==> config.mk <==
export PLATFORM = sky130hd
export DESIGN_NAME = ram_backend
export DESIGN_NICKNAME = d
export VERILOG_FILES = /design/src/rtl/ram_backend_pkg.sv /design/src/rtl/bk_mem_array.sv /design/src/rtl/ram_backend.sv
export SDC_FILE = /design/constraint.sdc
export NUM_CORES = 2
export LEC_CHECK = 0
export CAP_MARGIN = 20
export CORE_MARGIN = 5
export CORE_UTILIZATION = 50
export DETAILED_ROUTE_END_ITERATION = 12
export PLACE_DENSITY = 0.66
export SLEW_MARGIN = 40
export SYNTH_ARGS = -nofsm -noshare
export SYNTH_HDL_FRONTEND = slang
export SYNTH_SLANG_ARGS = --single-unit
export TNS_END_PERCENT = 30
==> constraint.sdc <==
create_clock -name clk -period 14.65 [get_ports clk]
set_input_delay 1.465 -clock clk [delete_from_list [all_inputs] [get_ports clk]]
set_output_delay 1.465 -clock clk [all_outputs]
set_load 0.01 [all_outputs]
==> src/rtl/ram_backend_pkg.sv <==
// Shared types and helpers for the ram_backend backing-store model.
//   state_e      : controller states (INIT, IDLE, WAIT, RESP)
//   CNT_W        : width of the access-latency counter (covers LATENCY 1..15)
//   init_pattern : power-up contents of one array word
package ram_backend_pkg;

  localparam int unsigned CNT_W = 4;

  typedef enum logic [1:0] {
    ST_INIT = 2'd0,
    ST_IDLE = 2'd1,
    ST_WAIT = 2'd2,
    ST_RESP = 2'd3
  } state_e;

  // Word written to address 'addr' during self-initialisation; callers
  // truncate the result to their data width.
  function automatic logic [31:0] init_pattern(input logic [31:0] addr,
                                               input logic [31:0] xor_val);
    return addr ^ xor_val;
  endfunction

endpackage

==> src/rtl/bk_mem_array.sv <==
// Storage array for ram_backend: one synchronous write port and one
// combinational read port. Contents are not reset; the controller
// re-patterns the array after every reset.
//   clk   : clock, rising edge
//   we    : write enable
//   waddr : write address
//   wdata : write data
//   raddr : read address
//   rdata : read data (combinational from raddr)
module bk_mem_array #(
  parameter int unsigned ADDR_W = 8,
  parameter int unsigned DATA_W = 8
) (
  input  logic              clk,
  input  logic              we,
  input  logic [ADDR_W-1:0] waddr,
  input  logic [DATA_W-1:0] wdata,
  input  logic [ADDR_W-1:0] raddr,
  output logic [DATA_W-1:0] rdata
);

  localparam int unsigned DEPTH = 1 << ADDR_W;

  logic [DATA_W-1:0] mem [DEPTH];

  // Single write port.
  always_ff @(posedge clk) begin
    if (we) begin
      mem[waddr] <= wdata;
    end
  end

  // Asynchronous read port.
  assign rdata = mem[raddr];

endmodule

==> src/rtl/ram_backend.sv <==
// Backing store behind the direct-mapped cache. Serves one read or write
// request at a time with a programmable latency, and fills the array with
// a deterministic pattern after every reset before accepting traffic.
//   clk       : clock, rising edge
//   rst       : synchronous reset, active high
//   req_valid : request present
//   req_ready : request can be accepted (only while idle)
//   req_we    : 1 = write, 0 = read
//   req_addr  : request address
//   req_wdata : write data
//   rsp_valid : response present
//   rsp_ready : consumer takes the response
//   rsp_rdata : read data, or echoed write data for writes
//   init_done : array initialisation complete
module ram_backend
  import ram_backend_pkg::*;
#(
  parameter int unsigned       ADDR_W   = 8,
  parameter int unsigned       DATA_W   = 8,
  parameter int unsigned       LATENCY  = 3,
  parameter logic [DATA_W-1:0] INIT_XOR = DATA_W'(8'hA5)
) (
  input  logic              clk,
  input  logic              rst,
  input  logic              req_valid,
  output logic              req_ready,
  input  logic              req_we,
  input  logic [ADDR_W-1:0] req_addr,
  input  logic [DATA_W-1:0] req_wdata,
  output logic              rsp_valid,
  input  logic              rsp_ready,
  output logic [DATA_W-1:0] rsp_rdata,
  output logic              init_done
);

  localparam logic             LAT_ONE  = (LATENCY == 1);
  localparam logic [CNT_W-1:0] CNT_LOAD = CNT_W'(LATENCY - 1);

  state_e            state;
  logic [ADDR_W-1:0] ptr;
  logic [CNT_W-1:0]  cnt;
  logic              we_q;
  logic [ADDR_W-1:0] addr_q;
  logic [DATA_W-1:0] wdata_q;

  logic              accept_c;
  logic              exec_c;
  logic              acc_we_c;
  logic [ADDR_W-1:0] acc_addr_c;
  logic [DATA_W-1:0] acc_wdata_c;
  logic              mem_we_c;
  logic [ADDR_W-1:0] mem_waddr_c;
  logic [DATA_W-1:0] mem_wdata_c;
  logic [DATA_W-1:0] mem_rdata_c;
  logic [DATA_W-1:0] rsp_data_c;

  // Request handshake; req_ready is only ever high in IDLE.
  assign accept_c = (state == ST_IDLE) && req_valid && req_ready;

  // The access executes on the edge where the latency count runs out: the
  // accept edge itself for a single-cycle build, otherwise the WAIT edge on
  // which the counter steps from 1 to 0. Either way rsp_valid is seen high
  // LATENCY cycles after the cycle in which the request was accepted.
  assign exec_c = (accept_c && LAT_ONE) ||
                  ((state == ST_WAIT) && (cnt == CNT_W'(1)));

  // Access operands come straight from the request when executing on the
  // accept edge, otherwise from the latched copy.
  always_comb begin
    acc_we_c    = req_we;
    acc_addr_c  = req_addr;
    acc_wdata_c = req_wdata;
    if (state == ST_WAIT) begin
      acc_we_c    = we_q;
      acc_addr_c  = addr_q;
      acc_wdata_c = wdata_q;
    end
  end

  // Array write port shared by the init sweep and write requests; held off
  // during reset so an access cut short by reset never commits.
  always_comb begin
    mem_we_c    = 1'b0;
    mem_waddr_c = acc_addr_c;
    mem_wdata_c = acc_wdata_c;
    if (!rst) begin
      if (state == ST_INIT) begin
        mem_we_c    = 1'b1;
        mem_waddr_c = ptr;
        mem_wdata_c = DATA_W'(init_pattern(32'(ptr), 32'(INIT_XOR)));
      end else if (exec_c && acc_we_c) begin
        mem_we_c = 1'b1;
      end
    end
  end

  // Writes echo their data; reads return the current array word.
  assign rsp_data_c = acc_we_c ? acc_wdata_c : mem_rdata_c;

  bk_mem_array #(
    .ADDR_W (ADDR_W),
    .DATA_W (DATA_W)
  ) u_mem (
    .clk   (clk),
    .we    (mem_we_c),
    .waddr (mem_waddr_c),
    .wdata (mem_wdata_c),
    .raddr (acc_addr_c),
    .rdata (mem_rdata_c)
  );

  // Controller: init sweep, request latch, latency count, response hold.
  always_ff @(posedge clk) begin
    if (rst) begin
      state     <= ST_INIT;
      ptr       <= '0;
      cnt       <= '0;
      we_q      <= 1'b0;
      addr_q    <= '0;
      wdata_q   <= '0;
      req_ready <= 1'b0;
      rsp_valid <= 1'b0;
      rsp_rdata <= '0;
      init_done <= 1'b0;
    end else begin
      case (state)
        ST_INIT: begin
          ptr <= ptr + ADDR_W'(1);
          if (ptr == '1) begin
            state     <= ST_IDLE;
            init_done <= 1'b1;
            req_ready <= 1'b1;
          end
        end

        ST_IDLE: begin
          if (accept_c) begin
            we_q      <= req_we;
            addr_q    <= req_addr;
            wdata_q   <= req_wdata;
            cnt       <= CNT_LOAD;
            req_ready <= 1'b0;
            if (exec_c) begin
              rsp_valid <= 1'b1;
              rsp_rdata <= rsp_data_c;
              state     <= ST_RESP;
            end else begin
              state <= ST_WAIT;
            end
          end
        end

        ST_WAIT: begin
          cnt <= cnt - CNT_W'(1);
          if (exec_c) begin
            rsp_valid <= 1'b1;
            rsp_rdata <= rsp_data_c;
            state     <= ST_RESP;
          end
        end

        ST_RESP: begin
          // rsp_rdata is left untouched so it keeps its value afterwards.
          if (rsp_ready) begin
            rsp_valid <= 1'b0;
            req_ready <= 1'b1;
            state     <= ST_IDLE;
          end
        end

        default: begin
          state <= ST_INIT;
        end
      endcase
    end
  end

endmodule
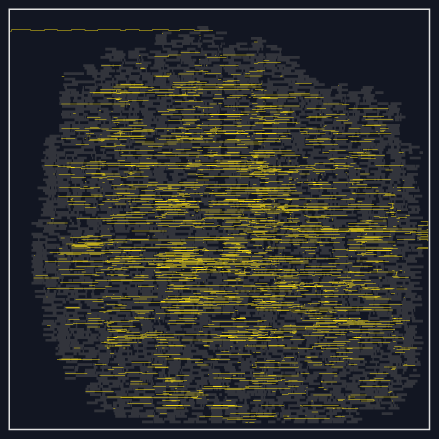
(met3 routing)
Scale: 1 px per um. Cells faint in the background.
longest straight run: 177 um
main direction: horizontal
wire length on this layer: 25.1 mm
nets with wire on the layer: 615
share of all routed wire: 11%

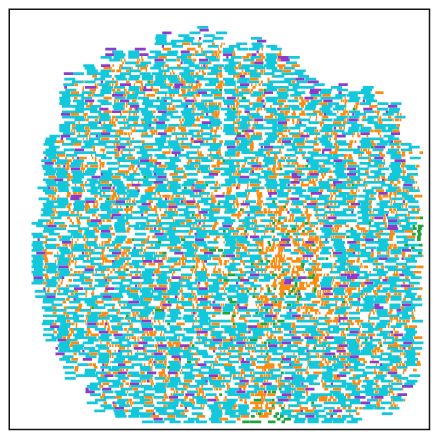
(placed cells, one color a class)
Scale: 1 px per um.
legend:
  green:
    class: remaining buffers and delay cells
    cells: 158
    share_of_their_area: 1.6%
  cyan:
    class: sequential cells
    cells: 2090
    share_of_their_area: 69%
  orange:
    class: combinational and other logic
    cells: 3043
    share_of_their_area: 22%
  purple:
    class: clock drivers and dummy loads
    cells: 377
    share_of_their_area: 7.4%

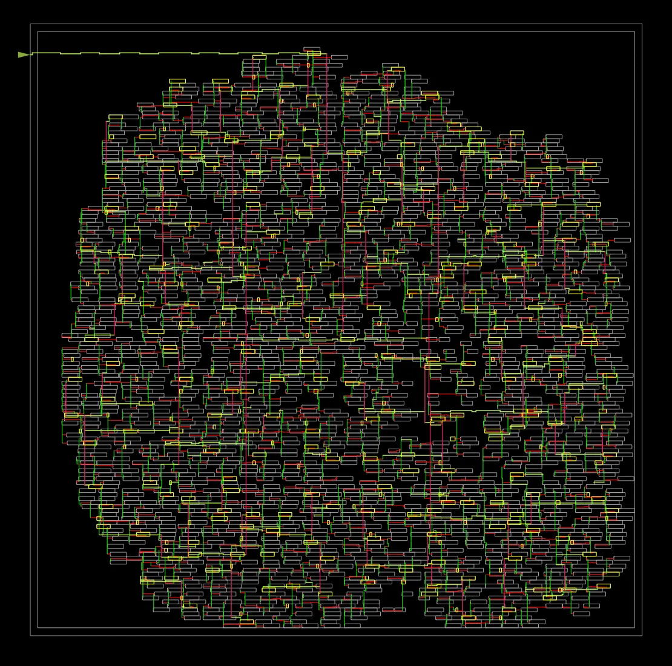
(the clock network)
sequential cells: 2090
clock buf count: 256

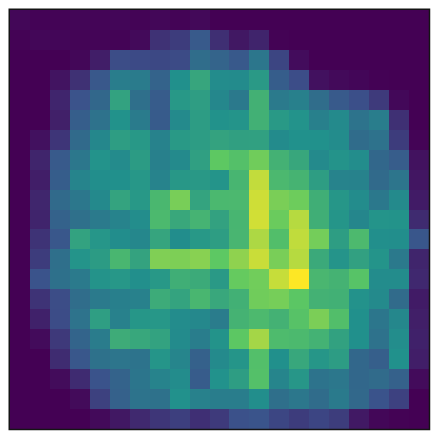
(routed metal per tile)
Scale: 1 px per um. The die is cut into 21 by 21 equal tiles; dark purple is low, yellow is high, scaled to the fullest tile. Values are wire area over tile area, all layers added.
emptiest ninth of the die: north-east
tiles over half the peak: 33%
mean over tiles: 0.23
nearly empty tiles: 19%

==> tab_implementation.tex <==
% Generated from flow reports
\begin{tabular}{lr}
\hline
Metric & Value \\
\hline
\multicolumn{2}{l}{\textbf{Run status}} \\
\quad Outcome & finished, final reports clean \\
\multicolumn{2}{l}{\textbf{Cells and area}} \\
\quad Post-route core utilization & 56.07\% \\
\quad Number of filler cells placed in the layout & 12810 \\
\quad Register share of the cell area & 66.71\% \\
\quad Logic inverters & 10 \\
\quad Flip-flop count of the largest register, all copies and words added & 2048 \\
\quad Area of all placed cells without fillers & 93450 um\^{}2 \\
\quad Layout area overhead & 11.92\% \\
\quad Top register by number of flip-flops & u\_mem.mem \\
\quad Total area of multi-input combinational cells & 20120 um\^{}2 \\
\quad Count of nets after finishing & 5525 \\
\multicolumn{2}{l}{\textbf{Synthesis}} \\
\quad Primary flip-flop cell chosen by synthesis mapping & sky130\_fd\_sc\_hd\_\_edfxtp\_1 \\
\quad Yosys-reported design area after synthesis & 83490 um\^{}2 \\
\quad Fraction of post-synthesis cell area in the top cell type by area & 73.66\% \\
\quad Post-synth seq share & 74.67\% \\
\quad Synth async-reset ratio & 0\% \\
\quad Comb area leader & simple AND/OR/NAND/NOR gates \\
\quad Xor/xnor share & 0.06294\% \\
\quad Mapped Nets & 5520 \\
\multicolumn{2}{l}{\textbf{Timing}} \\
\quad Final period demand of the worst path & 6.163 ns \\
\quad Minimum setup slack in the final design & 8.487 ns \\
\quad RSZ-0062 raised after global routing & no \\
\quad Hold Vio Cnt, Final & 0 \\
\quad Share of the cycle needed by the critical path after routing & 42.07\% \\
\quad Total setup violations reported at the end of the flow & 0 \\
\quad Pin slew with the least headroom to its limit & 0.8860 ns \\
\multicolumn{2}{l}{\textbf{Floorplan}} \\
\quad Chip area & 175300 um\^{}2 \\
\quad Area of the core region & 166700 um\^{}2 \\
\quad Top-level I/O count & 32 \\
\multicolumn{2}{l}{\textbf{Global route}} \\
\quad GRT Total Usage & 26.76\% \\
\quad Grt ovf & 0 \\
\quad Largest net degree at the start of global routing & 134 \\
\quad GR Layer Usage met2 & 40.05\% \\
\multicolumn{2}{l}{\textbf{Placed design}} \\
\quad Number of buffers inserted by port buffering & 31 \\
\quad RD Place Congestion & 0.8853 \\
\multicolumn{2}{l}{\textbf{Power}} \\
\quad Overall power & 0.01357 W \\
\quad Maximum vdd drop & 112.0 uV \\
\quad Total power divided by cell area & 145.2 nW/um\^{}2 \\
\multicolumn{2}{l}{\textbf{Worst setup path}} \\
\quad Setup CP Type & in -> reg \\
\quad Cell with the most instances on the worst path & sky130\_fd\_sc\_hd\_\_buf\_4 \\
\quad Worst flop-to-flop path endpoint & rsp\_rdata[5]\$\_SDFFE\_PP0P\_ \\
\quad Worst R2R Path Depth & 14 \\
\quad Cell Chain, Critical Path & clkdlybuf4s50\_1, mux2i\_4, buf\_4, buf\_4, buf\_4, buf\_4, mux2i\_1, o22ai\_1, o21ai\_0, o22ai\_1, o41ai\_2, and4\_1, o32ai\_1 \\
\quad Kind of capture point of the worst setup path & flip-flop \\
\quad Start of the worst register-to-register path & state[0]\$\_SDFFE\_PP0P\_ \\
\multicolumn{2}{l}{\textbf{Detailed routing}} \\
\quad Vias post-DR & 50100 \\
\quad Post-DR wirelength/cell & 30.19 um \\
\quad Highest layer used for signal routing & met5 \\
\multicolumn{2}{l}{\textbf{Min path}} \\
\quad Number of cells traversed by the worst hold path & 2 \\
\multicolumn{2}{l}{\textbf{Clock network}} \\
\quad Clock edge transition at the registers on the reported setup and hold paths & 0.06 ns \\
\quad Buffers from clock root to sink, at most & 3 \\
\multicolumn{2}{l}{\textbf{Run}} \\
\quad Count of warning messages emitted by the tools & 46 \\
\hline
\end{tabular}
where the power goes:
group          internal (W)  switching, W
logic              0.000282       0.00106
clock network       0.00303       0.00224
registers           0.00693     0.0000174
how the worst max path moves through the flow:
stage                      from                   endpoint  slack, ns  depth (start not counted)
finish              req_addr[0]  rsp_rdata[5]$_SDFFE_PP0P_       8.49                         13
global route        req_addr[0]  rsp_rdata[5]$_SDFFE_PP0P_       8.39                         13
CTS                 req_addr[0]  rsp_rdata[5]$_SDFFE_PP0P_       8.59                         13
detailed placement  req_addr[0]  rsp_rdata[5]$_SDFFE_PP0P_       7.70                         13
global placement    req_addr[0]  rsp_rdata[5]$_SDFFE_PP0P_       7.39                         13
floorplan                   rst  u_mem.mem[0][0]$_DFFE_PP_       3.29                          5
Power and IR drop assume default switching activity.
